## src/rtl/dcache_pkg.sv

```systemverilog
// Shared CPU types for the data cache.
// Contents:
//   word_t          32-bit machine word
//   DCACHE_*        default geometry and the tag/index widths derived from it
//   dcache_frame_t  one cache frame: valid, dirty, tag, data
//   dcache_state_t  controller states
package dcache_pkg;

  typedef logic [31:0] word_t;

  localparam int DCACHE_FRAMES = 8;
  localparam int DCACHE_IDX_W  = 3;
  // One word per frame: tag is whatever remains above index and byte offset.
  localparam int DCACHE_TAG_W  = 32 - DCACHE_IDX_W - 2;

  typedef struct packed {
    logic                    valid;
    logic                    dirty;
    logic [DCACHE_TAG_W-1:0] tag;
    word_t                   data;
  } dcache_frame_t;

  typedef enum logic [2:0] {
    IDLE,
    WB,
    FETCH,
    FLUSH,
    DONE
  } dcache_state_t;

endpackage

```

## src/rtl/dcache_frames.sv

```systemverilog
// Frame storage for the direct-mapped data cache.
// One combinational read port and one write port sharing the same index
// (the controller only ever writes the frame it is currently looking at).
// Ports:
//   CLK, nRST           clock, asynchronous active-low reset
//   rd_idx              frame being looked at
//   rd_valid..rd_data   contents of that frame
//   wr_en               write the frame at rd_idx with wr_valid..wr_data
// Only valid/dirty are reset; tag/data are plain storage qualified by valid.
module dcache_frames
  import dcache_pkg::*;
#(
  parameter int FRAMES = DCACHE_FRAMES,
  parameter int IDX_W  = DCACHE_IDX_W
) (
  input  logic              CLK,
  input  logic              nRST,
  input  logic [IDX_W-1:0]  rd_idx,
  output logic              rd_valid,
  output logic              rd_dirty,
  output logic [29-IDX_W:0] rd_tag,
  output logic [31:0]       rd_data,
  input  logic              wr_en,
  input  logic              wr_valid,
  input  logic              wr_dirty,
  input  logic [29-IDX_W:0] wr_tag,
  input  logic [31:0]       wr_data
);

  localparam int TAG_W = 30 - IDX_W;

  logic [FRAMES-1:0] valid_reg;
  logic [FRAMES-1:0] dirty_reg;
  logic [TAG_W-1:0]  tag_mem  [FRAMES];
  word_t             data_mem [FRAMES];

  always_ff @(posedge CLK or negedge nRST) begin
    if (!nRST) begin
      valid_reg <= '0;
      dirty_reg <= '0;
    end else if (wr_en) begin
      valid_reg[rd_idx] <= wr_valid;
      dirty_reg[rd_idx] <= wr_dirty;
    end
  end

  always_ff @(posedge CLK) begin
    if (wr_en) begin
      tag_mem[rd_idx]  <= wr_tag;
      data_mem[rd_idx] <= wr_data;
    end
  end

  assign rd_valid = valid_reg[rd_idx];
  assign rd_dirty = dirty_reg[rd_idx];
  assign rd_tag   = tag_mem[rd_idx];
  assign rd_data  = data_mem[rd_idx];

endmodule

```

## src/rtl/dcache.sv

```systemverilog
// Direct-mapped, write-back, write-allocate data cache, one word per frame.
// Serves pipeline loads/stores, fills and evicts over a request/wait memory
// handshake, and on halt writes back every dirty frame before raising flushed.
// Ports:
//   CLK, nRST                 clock, asynchronous active-low reset
//   halt                      pipeline halt (sticky)
//   dmemREN/dmemWEN           pipeline load/store request (both high = store)
//   dmemaddr/dmemstore        request byte address / store data
//   dhit/dmemload             request satisfied this cycle / load data
//   flushed                   halt write-back complete
//   dREN/dWEN/daddr/dstore    memory request, word address, write data
//   dwait/dload               memory busy / memory read data
module dcache
  import dcache_pkg::*;
#(
  parameter int FRAMES = DCACHE_FRAMES,
  parameter int IDX_W  = DCACHE_IDX_W
) (
  input  logic        CLK,
  input  logic        nRST,
  input  logic        halt,
  input  logic        dmemREN,
  input  logic        dmemWEN,
  input  logic [31:0] dmemaddr,
  input  logic [31:0] dmemstore,
  output logic        dhit,
  output logic [31:0] dmemload,
  output logic        flushed,
  output logic        dREN,
  output logic        dWEN,
  output logic [31:0] daddr,
  output logic [31:0] dstore,
  input  logic        dwait,
  input  logic [31:0] dload
);

  localparam int TAG_W = 30 - IDX_W;

  dcache_state_t    state_reg, state_next;
  logic [IDX_W-1:0] flush_idx_reg, flush_idx_next;

  logic [TAG_W-1:0] req_tag;
  logic [IDX_W-1:0] req_idx;
  logic [IDX_W-1:0] rd_idx;
  logic             req;
  logic             hit;
  logic             last_idx;
  logic             flush_step;
  logic             unused_addr_bits;

  logic             rd_valid, rd_dirty;
  logic [TAG_W-1:0] rd_tag;
  logic [31:0]      rd_data;
  dcache_frame_t    cur;
  dcache_frame_t    upd;
  logic             wr_en;

  assign req_tag = dmemaddr[31:IDX_W+2];
  assign req_idx = dmemaddr[IDX_W+1:2];
  // Byte offset is irrelevant for word-sized frames.
  assign unused_addr_bits = ^dmemaddr[1:0];

  // During the flush sweep the frame under the sweep counter is examined;
  // otherwise the frame selected by the pipeline address.
  assign rd_idx   = (state_reg == FLUSH) ? flush_idx_reg : req_idx;
  assign cur      = {rd_valid, rd_dirty, rd_tag, rd_data};
  assign req      = dmemREN | dmemWEN;
  assign hit      = cur.valid && (cur.tag == req_tag);
  assign last_idx = (flush_idx_reg == IDX_W'(FRAMES - 1));

  dcache_frames #(
    .FRAMES (FRAMES),
    .IDX_W  (IDX_W)
  ) u_frames (
    .CLK      (CLK),
    .nRST     (nRST),
    .rd_idx   (rd_idx),
    .rd_valid (rd_valid),
    .rd_dirty (rd_dirty),
    .rd_tag   (rd_tag),
    .rd_data  (rd_data),
    .wr_en    (wr_en),
    .wr_valid (upd.valid),
    .wr_dirty (upd.dirty),
    .wr_tag   (upd.tag),
    .wr_data  (upd.data)
  );

  always_ff @(posedge CLK or negedge nRST) begin
    if (!nRST) begin
      state_reg     <= IDLE;
      flush_idx_reg <= '0;
    end else begin
      state_reg     <= state_next;
      flush_idx_reg <= flush_idx_next;
    end
  end

  always_comb begin
    state_next     = state_reg;
    flush_idx_next = flush_idx_reg;
    dhit           = 1'b0;
    dmemload       = '0;
    flushed        = 1'b0;
    dREN           = 1'b0;
    dWEN           = 1'b0;
    daddr          = '0;
    dstore         = '0;
    wr_en          = 1'b0;
    upd            = cur;
    flush_step     = 1'b0;

    case (state_reg)
      IDLE: begin
        // halt wins over a pending request; a request left standing is dropped.
        if (halt) begin
          state_next     = FLUSH;
          flush_idx_next = '0;
        end else if (req) begin
          if (hit) begin
            dhit     = 1'b1;
            dmemload = cur.data;
            if (dmemWEN) begin
              wr_en     = 1'b1;
              upd.data  = dmemstore;
              upd.dirty = 1'b1;
            end
          end else if (cur.valid && cur.dirty) begin
            state_next = WB;
          end else begin
            state_next = FETCH;
          end
        end
      end

      WB: begin
        dWEN   = 1'b1;
        daddr  = {cur.tag, req_idx, 2'b00};
        dstore = cur.data;
        if (!dwait) begin
          wr_en      = 1'b1;
          upd.dirty  = 1'b0;
          state_next = FETCH;
        end
      end

      FETCH: begin
        dREN  = 1'b1;
        daddr = {dmemaddr[31:2], 2'b00};
        if (!dwait) begin
          wr_en      = 1'b1;
          upd.valid  = 1'b1;
          upd.dirty  = 1'b0;
          upd.tag    = req_tag;
          upd.data   = dload;
          // Back to IDLE: the held request then completes as a hit.
          state_next = IDLE;
        end
      end

      FLUSH: begin
        if (cur.valid && cur.dirty) begin
          dWEN   = 1'b1;
          daddr  = {cur.tag, flush_idx_reg, 2'b00};
          dstore = cur.data;
          if (!dwait) begin
            wr_en      = 1'b1;
            upd.dirty  = 1'b0;
            flush_step = 1'b1;
          end
        end else begin
          flush_step = 1'b1;
        end
        // The counter stops at the last frame rather than wrapping.
        if (flush_step) begin
          if (last_idx) begin
            state_next = DONE;
          end else begin
            flush_idx_next = flush_idx_reg + 1'b1;
          end
        end
      end

      DONE: begin
        flushed = 1'b1;
      end

      default: begin
        state_next = IDLE;
      end
    endcase
  end

endmodule

```

## config.mk

```make
export PLATFORM = sky130hd
export DESIGN_NAME = dcache
export DESIGN_NICKNAME = d
export VERILOG_FILES = /design/src/rtl/dcache_pkg.sv /design/src/rtl/dcache_frames.sv /design/src/rtl/dcache.sv
export SDC_FILE = /design/constraint.sdc
export NUM_CORES = 1
export LEC_CHECK = 0
export ABC_AREA = 1
export CAP_MARGIN = 20
export CORE_UTILIZATION = 26
export CTS_CLUSTER_DIAMETER = 30
export DETAILED_ROUTE_END_ITERATION = 12
export GPL_TIMING_DRIVEN = 0
export PLACE_DENSITY = 0.46
export SYNTH_ARGS = -nofsm -noshare
export SYNTH_HDL_FRONTEND = slang
export SYNTH_SLANG_ARGS = --single-unit
```

## constraint.sdc

```tcl
create_clock -name CLK -period 4.38 [get_ports CLK]
set_input_delay 0.876 -clock CLK [delete_from_list [all_inputs] [get_ports CLK]]
set_output_delay 0.876 -clock CLK [all_outputs]
set_load 0.1 [all_outputs]
```

Fig. 1: supply network
Scale bar: 100 um. Pins as bars on the die edge.
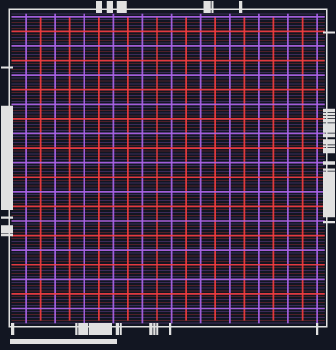
colour	net
purple	VSS
red	VDD
met1 rails	107
met5 straps	21

Fig. 2: placed cells, one colour a class
Fill, decap, tap and diode cells in grey.
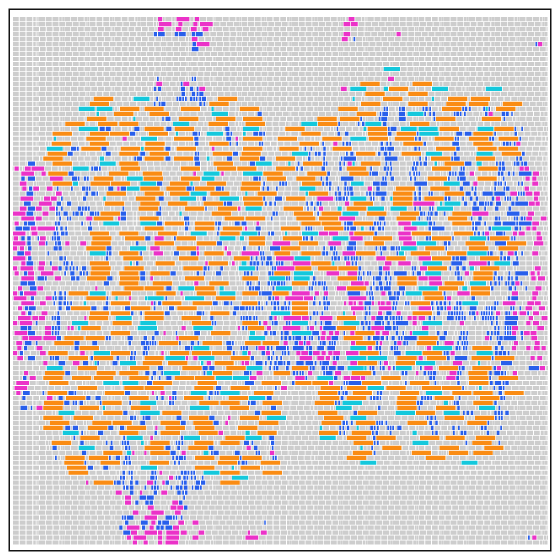
colour	class	cells
cyan	clock drivers and dummy loads	203
orange	flops	494
magenta	other buffers and delay cells	416
blue	all other logic	1,485

-- cell families after synthesis --
family,Yosys count,synth area share [%]
compound gates,251,8.01
xor+xnor,2,0.0787
fa+ha+maj,2,0.112
buf+inv,321,6.02
flops,494,66.1
other cells,1,0.0168
simple gates,1016,19.6
-- through the flow --
step                      power, mW  worst slack (ns)
after floorplan                5.84            -0.542
after global placement         6.20             -3.23
after detailed placement       6.21             -2.53
after CTS                      15.2            -0.574
after global routing           15.6            -0.749
final                          15.2            -0.640
-- power by group through the flow --
stage          Combinational (mW)  Clock (mW)  Sequential, mW
2_1_floorplan               0.505           0            5.34
3_3_place_gp                0.858           0            5.34
3_5_place_dp                0.872           0            5.34
4_1_cts                      1.01        8.92            5.26
5_1_grt                      1.15        9.17            5.25
6_report                     1.07        8.84            5.26
-- worst max-delay path by stage --
stage,start,endpoint,slack [ns],cells past startpoint
6_report,state_reg[2]$_DFFE_PN0P_,dmemload[10],-0.64,24
3_3_place_gp,dmemaddr[3],u_frames.tag_mem[2][20]$_DFFE_PP_,-3.23,17
2_1_floorplan,dmemaddr[2],dmemload[10],-0.54,22
5_1_grt,state_reg[0]$_DFFE_PN0P_,dmemload[10],-0.75,25
3_5_place_dp,dmemaddr[2],dmemload[2],-2.53,22
4_1_cts,state_reg[2]$_DFFE_PN0P_,dmemload[10],-0.57,27
-- metal layers --
| metal | up-vias | global-route usage, % | part of all wire [%] |
|---|---|---|---|
| met1 | 8855 | 25.2 | 43 |
| met3 | 130 | 4.33 | 6.9 |
| li1 | 8213 | - | - |
| met4 | 0 | 5.63 | 2.8 |
| met2 | 718 | 31.8 | 47 |
| met5 | - | 0 | 0 |
-- repair_timing --
action | in CTS | in global routing
buffers inserted | 76 | 18
setup endpoints to repair | 778 | 383
cloned | 8 | 3
resized | 962 | 83
pin swaps | 49 | 42
==> reports/results.tsv <==
metric	value	unit
status	complete, but fails checks	
violations	setup timing	
critical_path_required	3.50	ns
fmax	0.199	GHz
power_frac_comb	7.1	%
setup_ws	-0.640	ns
fp.dieW	295	um
worst_clock_skew	0.0399	ns
final-nonclk-buf-share	13.7	%
tns	-36.93	ns
hold_buffers	0	
placed_cell_area	26600	um2
final-clk-cell-share	12.2	%
firstDrtPassIters	5	
post_drt_wl_per_cell	22.6	um
tightest_slew	1.05	ns
internal_power	11.8	mW
fin_crit	5.02	ns
p_sw	3.38	mW
htree_num_levels	3	
regArea	14700	um2
holdWs	0.458	ns
ys_seq_share	66.1	%
most_common_cell	nand2_1	
setup_violations	100	
slew_headroom	29.2	%
critPathBufInv	8	
p_seq_share	34.7	%
final_common_cell	nand2_1	
seq_share	44.7	%
ys_top_cells_by_count	nand2_1, edfxtp_1, nand3_1, inv_1, nor2_1	
floorplan.core_util	26.4	%
syn-cell-area	22300	um2
place_congestion	0.834	
crit_path_top_delay_cell	dfrtp_2	
critical-path-top-delay-family	simple AND/OR/NAND/NOR gates	
top_area_share	63.6	%
cts_buffers	110	
warnings	31	
cts_sinks	494	
period_used_share	115	%
largest_reg_flops	256	
hold_violations	0	
post-place-cells	3427	
die_area	86800	um2
final_cell_mix	nand2_1, edfxtp_1, nand3_1	
end_kind	primary output	
grt_max_degree	43	
n_antenna_cell	0	
Power and IR drop assume default switching activity.
